**PDN straps and rails**

Pins as bars on the die edge. Tap cells in gray.
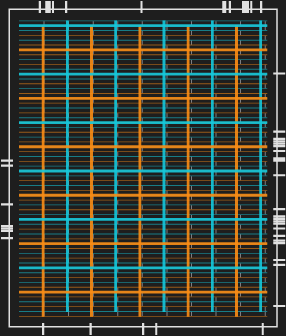
**Placement by cell class**

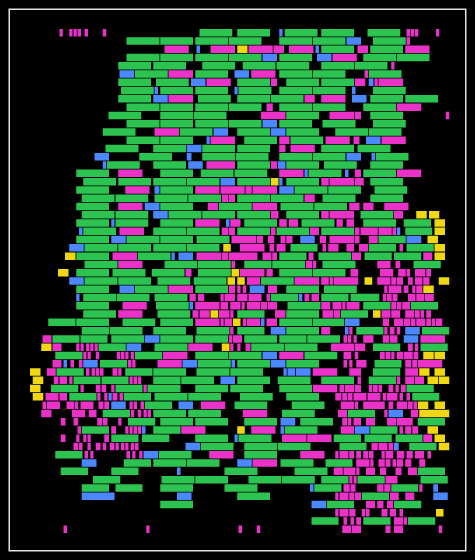
**Clock distribution**

The bar under the picture is 50 um long.
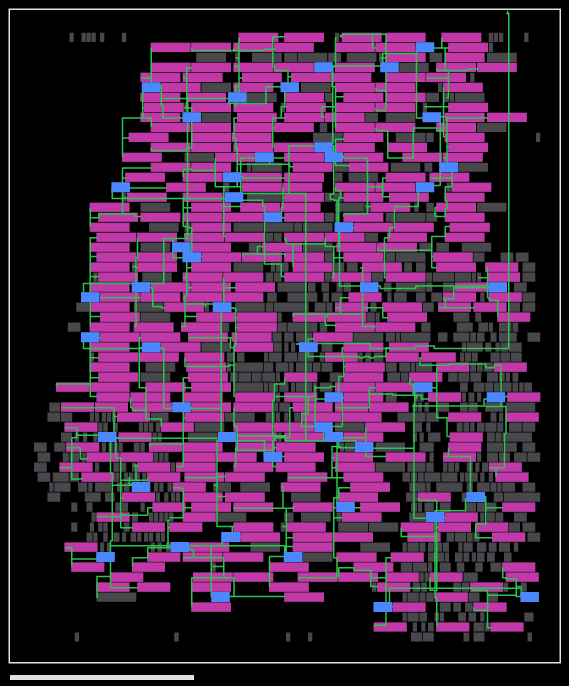
$ cat src/rtl/symbol_packetizer.sv
// Symbol packetizer: packs 4-bit demapped QAM symbols into 16-bit words,
// buffers them in a small FIFO and ships them to a UART transmitter as
// byte packets (low byte first) with start/end markers and a length field.
//
// opTxStream is a flat 35-bit record, most significant field first:
//   [34]    Valid
//   [33]    SoP
//   [32]    EoP
//   [31:24] Length (bytes in the packet)
//   [23:16] Source
//   [15:8]  Destination
//   [7:0]   Data
module symbol_packetizer #(
    parameter int         PKT_WORDS  = 4,
    parameter int         FIFO_DEPTH = 16,
    parameter int         TIMEOUT    = 65535,
    parameter logic [7:0] SRC_ADDR   = 8'h11,
    parameter logic [7:0] DST_ADDR   = 8'hAA
) (
    input  logic                        ipClk,
    input  logic                        ipReset,
    input  logic [3:0]                  ipQAMBlock,
    input  logic                        ipQAMBlockValid,
    input  logic                        ipSymAlign,
    output logic [34:0]                 opTxStream,
    input  logic                        ipTxReady,
    output logic [$clog2(FIFO_DEPTH):0] opFIFO_Size,
    output logic                        opOverflow
);

    localparam int              AW          = $clog2(FIFO_DEPTH);
    localparam int              CW          = $clog2(TIMEOUT + 1);
    localparam logic [AW:0]     DEPTH_VAL   = (AW + 1)'(FIFO_DEPTH);
    localparam logic [AW:0]     PKT_VAL     = (AW + 1)'(PKT_WORDS);
    localparam logic [CW-1:0]   TIMEOUT_VAL = CW'(TIMEOUT);
    localparam logic [3:0]      PKT_N       = 4'(PKT_WORDS);

    typedef enum logic [1:0] {
        IDLE,
        SEND_LOW,
        SEND_HIGH
    } tx_state_t;

    // Nibble assembly
    logic [1:0]  nib_pos;
    logic [11:0] partial;
    logic [15:0] word_reg;
    logic        word_pending;

    // Word FIFO
    logic [15:0]   mem [FIFO_DEPTH];
    logic [AW-1:0] wr_ptr;
    logic [AW-1:0] rd_ptr;
    logic [AW:0]   count;
    logic          overflow;
    logic          full;
    logic          push;
    logic          pop;
    logic [15:0]   head;

    // Idle timer and packet launch
    logic [CW-1:0] idle_cnt;
    logic          start_full;
    logic          start_timeout;
    logic          start;
    logic [3:0]    start_n;

    // Transmit side
    tx_state_t   state;
    logic        tx_valid;
    logic        tx_sop;
    logic        tx_eop;
    logic [7:0]  tx_len;
    logic [7:0]  tx_data;
    logic [3:0]  pkt_words;
    logic [3:0]  sent;

    assign full          = (count == DEPTH_VAL);
    assign pop           = (state == SEND_HIGH) && tx_valid && ipTxReady;
    assign push          = word_pending && (!full || pop);
    assign head          = mem[rd_ptr];
    assign start_full    = (state == IDLE) && (count >= PKT_VAL);
    assign start_timeout = (state == IDLE) && (count != '0) && (count < PKT_VAL)
                           && (idle_cnt == TIMEOUT_VAL);
    assign start         = start_full || start_timeout;
    assign start_n       = start_full ? PKT_N : 4'(count);

    assign opTxStream  = {tx_valid, tx_sop, tx_eop, tx_len, SRC_ADDR, DST_ADDR, tx_data};
    assign opFIFO_Size = count;
    assign opOverflow  = overflow;

    // Collect nibbles LSB-first; an align pulse restarts at position 0 and a
    // coincident valid nibble becomes the new position 0.
    always_ff @(posedge ipClk or negedge ipReset) begin
        if (!ipReset) begin
            nib_pos      <= 2'd0;
            partial      <= 12'h000;
            word_reg     <= 16'h0000;
            word_pending <= 1'b0;
        end else begin
            word_pending <= 1'b0;
            if (ipQAMBlockValid) begin
                if (ipSymAlign) begin
                    partial <= {8'h00, ipQAMBlock};
                    nib_pos <= 2'd1;
                end else begin
                    case (nib_pos)
                        2'd0: begin
                            partial[3:0] <= ipQAMBlock;
                            nib_pos      <= 2'd1;
                        end
                        2'd1: begin
                            partial[7:4] <= ipQAMBlock;
                            nib_pos      <= 2'd2;
                        end
                        2'd2: begin
                            partial[11:8] <= ipQAMBlock;
                            nib_pos       <= 2'd3;
                        end
                        default: begin
                            word_reg     <= {ipQAMBlock, partial};
                            word_pending <= 1'b1;
                            nib_pos      <= 2'd0;
                        end
                    endcase
                end
            end else if (ipSymAlign) begin
                partial <= 12'h000;
                nib_pos <= 2'd0;
            end
        end
    end

    // FIFO storage; emptiness is defined by the pointers, so no reset here.
    always_ff @(posedge ipClk) begin
        if (push) begin
            mem[wr_ptr] <= word_reg;
        end
    end

    // FIFO pointers, occupancy and the sticky drop flag.
    always_ff @(posedge ipClk or negedge ipReset) begin
        if (!ipReset) begin
            wr_ptr   <= '0;
            rd_ptr   <= '0;
            count    <= '0;
            overflow <= 1'b0;
        end else begin
            if (push) begin
                wr_ptr <= wr_ptr + 1'b1;
            end
            if (pop) begin
                rd_ptr <= rd_ptr + 1'b1;
            end
            case ({push, pop})
                2'b10:   count <= count + 1'b1;
                2'b01:   count <= count - 1'b1;
                default: count <= count;
            endcase
            if (word_pending && !push) begin
                overflow <= 1'b1;
            end
        end
    end

    // Saturating idle timer used to flush a partial packet when symbols stop.
    always_ff @(posedge ipClk or negedge ipReset) begin
        if (!ipReset) begin
            idle_cnt <= '0;
        end else if (ipQAMBlockValid || start || (count == '0)) begin
            idle_cnt <= '0;
        end else if ((state == IDLE) && (idle_cnt != TIMEOUT_VAL)) begin
            idle_cnt <= idle_cnt + 1'b1;
        end
    end

    // Transmit FSM: one byte per handshake, with a one-cycle Valid gap after
    // every transfer so the next byte is taken from the updated FIFO head.
    always_ff @(posedge ipClk or negedge ipReset) begin
        if (!ipReset) begin
            state     <= IDLE;
            tx_valid  <= 1'b0;
            tx_sop    <= 1'b0;
            tx_eop    <= 1'b0;
            tx_len    <= 8'h00;
            tx_data   <= 8'h00;
            pkt_words <= 4'd0;
            sent      <= 4'd0;
        end else begin
            case (state)
                IDLE: begin
                    if (start) begin
                        pkt_words <= start_n;
                        tx_len    <= {3'd0, start_n, 1'b0};
                        sent      <= 4'd0;
                        tx_valid  <= 1'b1;
                        tx_sop    <= 1'b1;
                        tx_eop    <= 1'b0;
                        tx_data   <= head[7:0];
                        state     <= SEND_LOW;
                    end
                end
                SEND_LOW: begin
                    if (tx_valid && ipTxReady) begin
                        tx_valid <= 1'b0;
                        tx_sop   <= 1'b0;
                        state    <= SEND_HIGH;
                    end else if (!tx_valid) begin
                        tx_valid <= 1'b1;
                        tx_sop   <= 1'b0;
                        tx_eop   <= 1'b0;
                        tx_data  <= head[7:0];
                    end
                end
                SEND_HIGH: begin
                    if (tx_valid && ipTxReady) begin
                        tx_valid <= 1'b0;
                        tx_eop   <= 1'b0;
                        sent     <= sent + 4'd1;
                        state    <= ((sent + 4'd1) == pkt_words) ? IDLE : SEND_LOW;
                    end else if (!tx_valid) begin
                        tx_valid <= 1'b1;
                        tx_sop   <= 1'b0;
                        tx_eop   <= ((sent + 4'd1) == pkt_words);
                        tx_data  <= head[15:8];
                    end
                end
                default: begin
                    state    <= IDLE;
                    tx_valid <= 1'b0;
                end
            endcase
        end
    end

endmodule

$ cat config.mk
export PLATFORM = sky130hd
export DESIGN_NAME = symbol_packetizer
export DESIGN_NICKNAME = d
export VERILOG_FILES = /design/src/rtl/symbol_packetizer.sv
export SDC_FILE = /design/constraint.sdc
export NUM_CORES = 1
export LEC_CHECK = 0
export CAP_MARGIN = 30
export CORE_ASPECT_RATIO = 1.2
export CORE_MARGIN = 5
export CORE_UTILIZATION = 60
export CTS_BUF_LIST = sky130_fd_sc_hd__clkbuf_8
export DETAILED_ROUTE_END_ITERATION = 8
export HOLD_SLACK_MARGIN = 0.02
export PLACE_DENSITY = 0.87
export SLEW_MARGIN = 20
export SYNTH_ARGS = -nofsm -noshare
export SYNTH_HDL_FRONTEND = slang
export SYNTH_SLANG_ARGS = --single-unit
$ cat constraint.sdc
create_clock -name ipClk -period 7.6 [get_ports ipClk]
set_input_delay 1.14 -clock ipClk [delete_from_list [all_inputs] [get_ports ipClk]]
set_output_delay 1.14 -clock ipClk [all_outputs]
set_load 0.05 [all_outputs]
==> impl_results.rst <==
Physical design figures
=======================

.. list-table::
   :header-rows: 1

   * - Metric
     - Value
   * - Outcome
     - finished, final reports clean
   * - Library cell used as clock root buffer
     - sky130_fd_sc_hd__clkbuf_8
   * - Area of all sequential standard cells
     - 9740 sq um
   * - Commonest cells post-synth
     - sky130_fd_sc_hd__edfxtp_1, sky130_fd_sc_hd__dfrtp_1, sky130_fd_sc_hd__nand2_1
   * - Average routed wire per standard cell
     - 22.5 um
   * - Sequential share of the synthesized area
     - 0.695
   * - Startpoint class of the critical path
     - register
   * - Die Size
     - 26500 sq um
   * - Critical path class
     - register to register
   * - Routed length on met1
     - 10.4 mm
   * - Most instantiated flip-flop cell in the synthesis netlist
     - sky130_fd_sc_hd__edfxtp_1
   * - Max-slew violations
     - 0
   * - Post-route non-filler standard cell count
     - 1249
   * - Share of async-settable or async-resettable flops after synthesis
     - 0.243
   * - Clock latency at the later pin of the worst-skew pair
     - 0.56 ns
   * - Most numerous logic cells after layout
     - sky130_fd_sc_hd__edfxtp_1, sky130_fd_sc_hd__nand2_1, sky130_fd_sc_hd__dfrtp_1
   * - Final-layout setup total negative slack
     - 0 ns
   * - Row count
     - 61
   * - Total gr overflow
     - 0
   * - Number of setup buffers added after CTS
     - 0
   * - Leading cell types by total area after synthesis
     - sky130_fd_sc_hd__edfxtp_1, sky130_fd_sc_hd__dfrtp_1, sky130_fd_sc_hd__mux4_2, sky130_fd_sc_hd__nand2_1, sky130_fd_sc_hd__ha_1
   * - Top-Level Pins
     - 50
   * - Share of cells above drive strength 1
     - 0.170
   * - Number of gates resized after CTS
     - 0
   * - Number of flops mapped to enable cells by yosys
     - about 260
   * - Tool Warnings
     - 36
   * - Reg-to-reg endpoint
     - mem[1][10]
   * - Endpoint arrival time on the critical path
     - approximately 3.7 ns
   * - Number of hold violations in the final report
     - 0
   * - Netlist area before placement
     - 14000 sq um
   * - Total vias in the final route
     - around 7500
   * - Worst-path fanout max
     - 23
   * - Number of DRC violations after detailed routing
     - 0
   * - Reg2Reg Setup Slack
     - between 4 and 5 ns
   * - Worst EP required
     - 7.78 ns
   * - Wire length of the first global-routing pass
     - 43.4 mm
   * - Hold crit path type
     - register to register
   * - Reg-to-reg startpoint
     - state[0]
   * - Post-Synthesis Cells
     - 843
   * - Number of antenna violations at the first check in global routing
     - 0
   * - Area share of the leading cell type in the synthesized netlist
     - 0.548
   * - R2r worst-path depth
     - 6
   * - DRT iter0 DRCs
     - 726
   * - CTS clk-pin slew, worst paths
     - approximately 0.070 ns
   * - Count of unique library cells instantiated by Yosys
     - 62
   * - Maximum number of pins on one net before global-route repair
     - between 60 and 70
   * - Highest clock frequency the design can meet
     - 284 MHz
   * - RSZ-0062 raised after global routing
     - no
   * - Fill cells
     - 1485
   * - Yosys top cell by area
     - sky130_fd_sc_hd__edfxtp_1
   * - Sink of the worst hold path
     - word_reg[8]
   * - GR Util All Layers
     - 0.218
   * - Inserted Diodes
     - 0
   * - Worst-case headroom to the max-slew limit
     - 0.365
   * - Cell with the most instances after synthesis
     - sky130_fd_sc_hd__edfxtp_1
   * - Routed wl met2
     - about 14 mm
   * - Met3 Wirelength
     - 2.36 mm
   * - Std-Cell Core Area
     - ~23000 sq um
   * - Final #Nets
     - between 900 and 1000
   * - Ys Warns
     - 0
   * - Detailed-route wire length
     - 28.1 mm
   * - Cell count after placement
     - 1158
   * - Yosys synthesis chip area
     - 14000 sq um
   * - Total power density per cell area
     - 325 nW/um^2
   * - Flip-flop count of the largest register after layout
     - between 200 and 300
   * - Share of the cycle needed by the critical path after routing
     - 0.464
   * - Post-Route Skew
     - 0.0218 ns
   * - Most common cell after layout, fill and taps aside
     - sky130_fd_sc_hd__edfxtp_1
   * - Mean cell area of the mapped netlist
     - around 17 sq um
   * - Count of hold-fix buffers inserted at cts
     - 0
   * - Floorplan utilization
     - 0.606
   * - Setup Viol. Count Final
     - 0
   * - Worst hold slack after final layout
     - 0.461 ns
   * - Die span in y
     - 177 um
   * - Period minus WS final
     - 3.53 ns
   * - Detailed-router iteration count before antenna repair
     - 5
   * - Clock buffer depth
     - 3
   * - Last weighted congestion value of the routability-driven placer
     - 0.958
   * - CTS tree
     - done
   * - Leakage Power
     - 5.66 nW
   * - Hold-critical path depth
     - 2
   * - Number of buffers added by the clock tree synthesis step
     - 49
   * - Via count of the first global-routing pass
     - 7573
   * - Antenna-violating nets left
     - 0
   * - Die extent in x
     - 150 um
   * - H-tree level count
     - 2
   * - Area Overhead vs Synth
     - 10.1%
   * - Worst Tran Pin Value
     - about 0.95 ns
   * - DR top layer
     - met4
   * - Final HPWL DP
     - 18.2 mm
   * - Max-cap violation count
     - 0
   * - Type of destination of the critical path
     - register
   * - Port bufs
     - 29
   * - Synthesized flop and latch total
     - between 300 and 400
   * - # Cells Yosys
     - 843
   * - # clock sinks
     - 338
   * - Detailed-route vias per instance
     - 6.03
   * - Multi-input logic area
     - 3920 sq um
-- 'PDN straps and rails' (at the start) --
Key: orange = VSS; cyan = VDD
50 signal pins sit on the boundary. The core has 61 rows.

-- 'placement by cell class' (at the start) --
Key: yellow = other buffers and delay cells [cells 41]; green = flops [cells 338]; blue = clock drivers and dummy loads [cells 91]; magenta = combinational and other logic [cells 464]

-- 'clock distribution' (at the start) --
Key: magenta = flip-flops [count 338]; blue = clock drivers [count 49]; green = clock wires [length 3490 um]
There are 50 routed clock nets.

routing by layer:
layer	GRT usage	up-vias
met5	0	-
met1	0.293	3813
met2	0.363	357
met4	0.0763	0
li1	-	3314
met3	0.0419	52
power by group:
group | total [mW] | internal, mW | leakage [nW] | switching, mW
clock network | 1.30 | 0.667 | 0.543 | 0.638
logic | 1.33 | 0.578 | 1.61 | 0.756
registers | 2.38 | 2.14 | 3.50 | 0.234
total | 5.02 | 3.39 | 5.66 | 1.63
worst max-delay path, cell delays in order, from the launching register on:
cell and delay, ns:
sky130_fd_sc_hd__dfrtp_1 0.42, sky130_fd_sc_hd__inv_1 0.12, sky130_fd_sc_hd__ha_1 0.65, sky130_fd_sc_hd__nand3_1 0.41, sky130_fd_sc_hd__a31oi_4 0.42, sky130_fd_sc_hd__nor3b_1 0.41
sky130_fd_sc_hd__and2_1 0.71
per-stage QoR:
stage	cell area (sq um)	worst slack (ns)	utilization	power, mW
final	15400	4.07	0.667	5.02
after global placement	14500	3.79	0.627	3.69
after floorplan	14100	4.27	-	3.36
after CTS	15400	4.06	0.667	5.03
after detailed placement	14500	3.62	0.628	3.73
after global routing	15400	3.75	0.667	5.24
cell families (layout without fill, tap and decap cells):
| logic type | Yosys count | count (layout) | synth area share |
|---|---|---|---|
| compound gates | 89 | 89 | 0.0439 |
| flops | 338 | 338 | 0.695 |
| xor+xnor | 29 | 29 | 0.0201 |
| mux | 84 | 84 | 0.119 |
| other cells | 2 | 20 | 0.000536 |
| simple gates | 203 | 203 | 0.0718 |
| buf+inv | 78 | 151 | 0.0320 |
| fa+ha+maj | 20 | 20 | 0.0184 |
worst max path at each step:
stage          startpoint         end  slack (ns)  depth (start not counted)
6_report         state[0]  mem[1][10]        4.07                          6
3_5_place_dp    ipTxReady   mem[1][9]        3.62                          5
5_1_grt          state[0]  mem[1][13]        3.75                          6
2_1_floorplan   ipTxReady   mem[4][0]        4.27                          4
3_3_place_gp    ipTxReady  mem[1][12]        3.79                          5
4_1_cts          state[0]  mem[1][10]        4.06                          6
final cells by class:
type                            count  area share
Multi-Input combinational cell    445       0.254
Inverter                           19     0.00462
Tap cell                          315      0.0255
Clock inverter                     39      0.0121
Sequential cell                   338       0.632
Clock buffer                       52      0.0464
Timing Repair Buffer               41      0.0258
Power figures rest on the tool's default switching activity, not on a simulated workload.
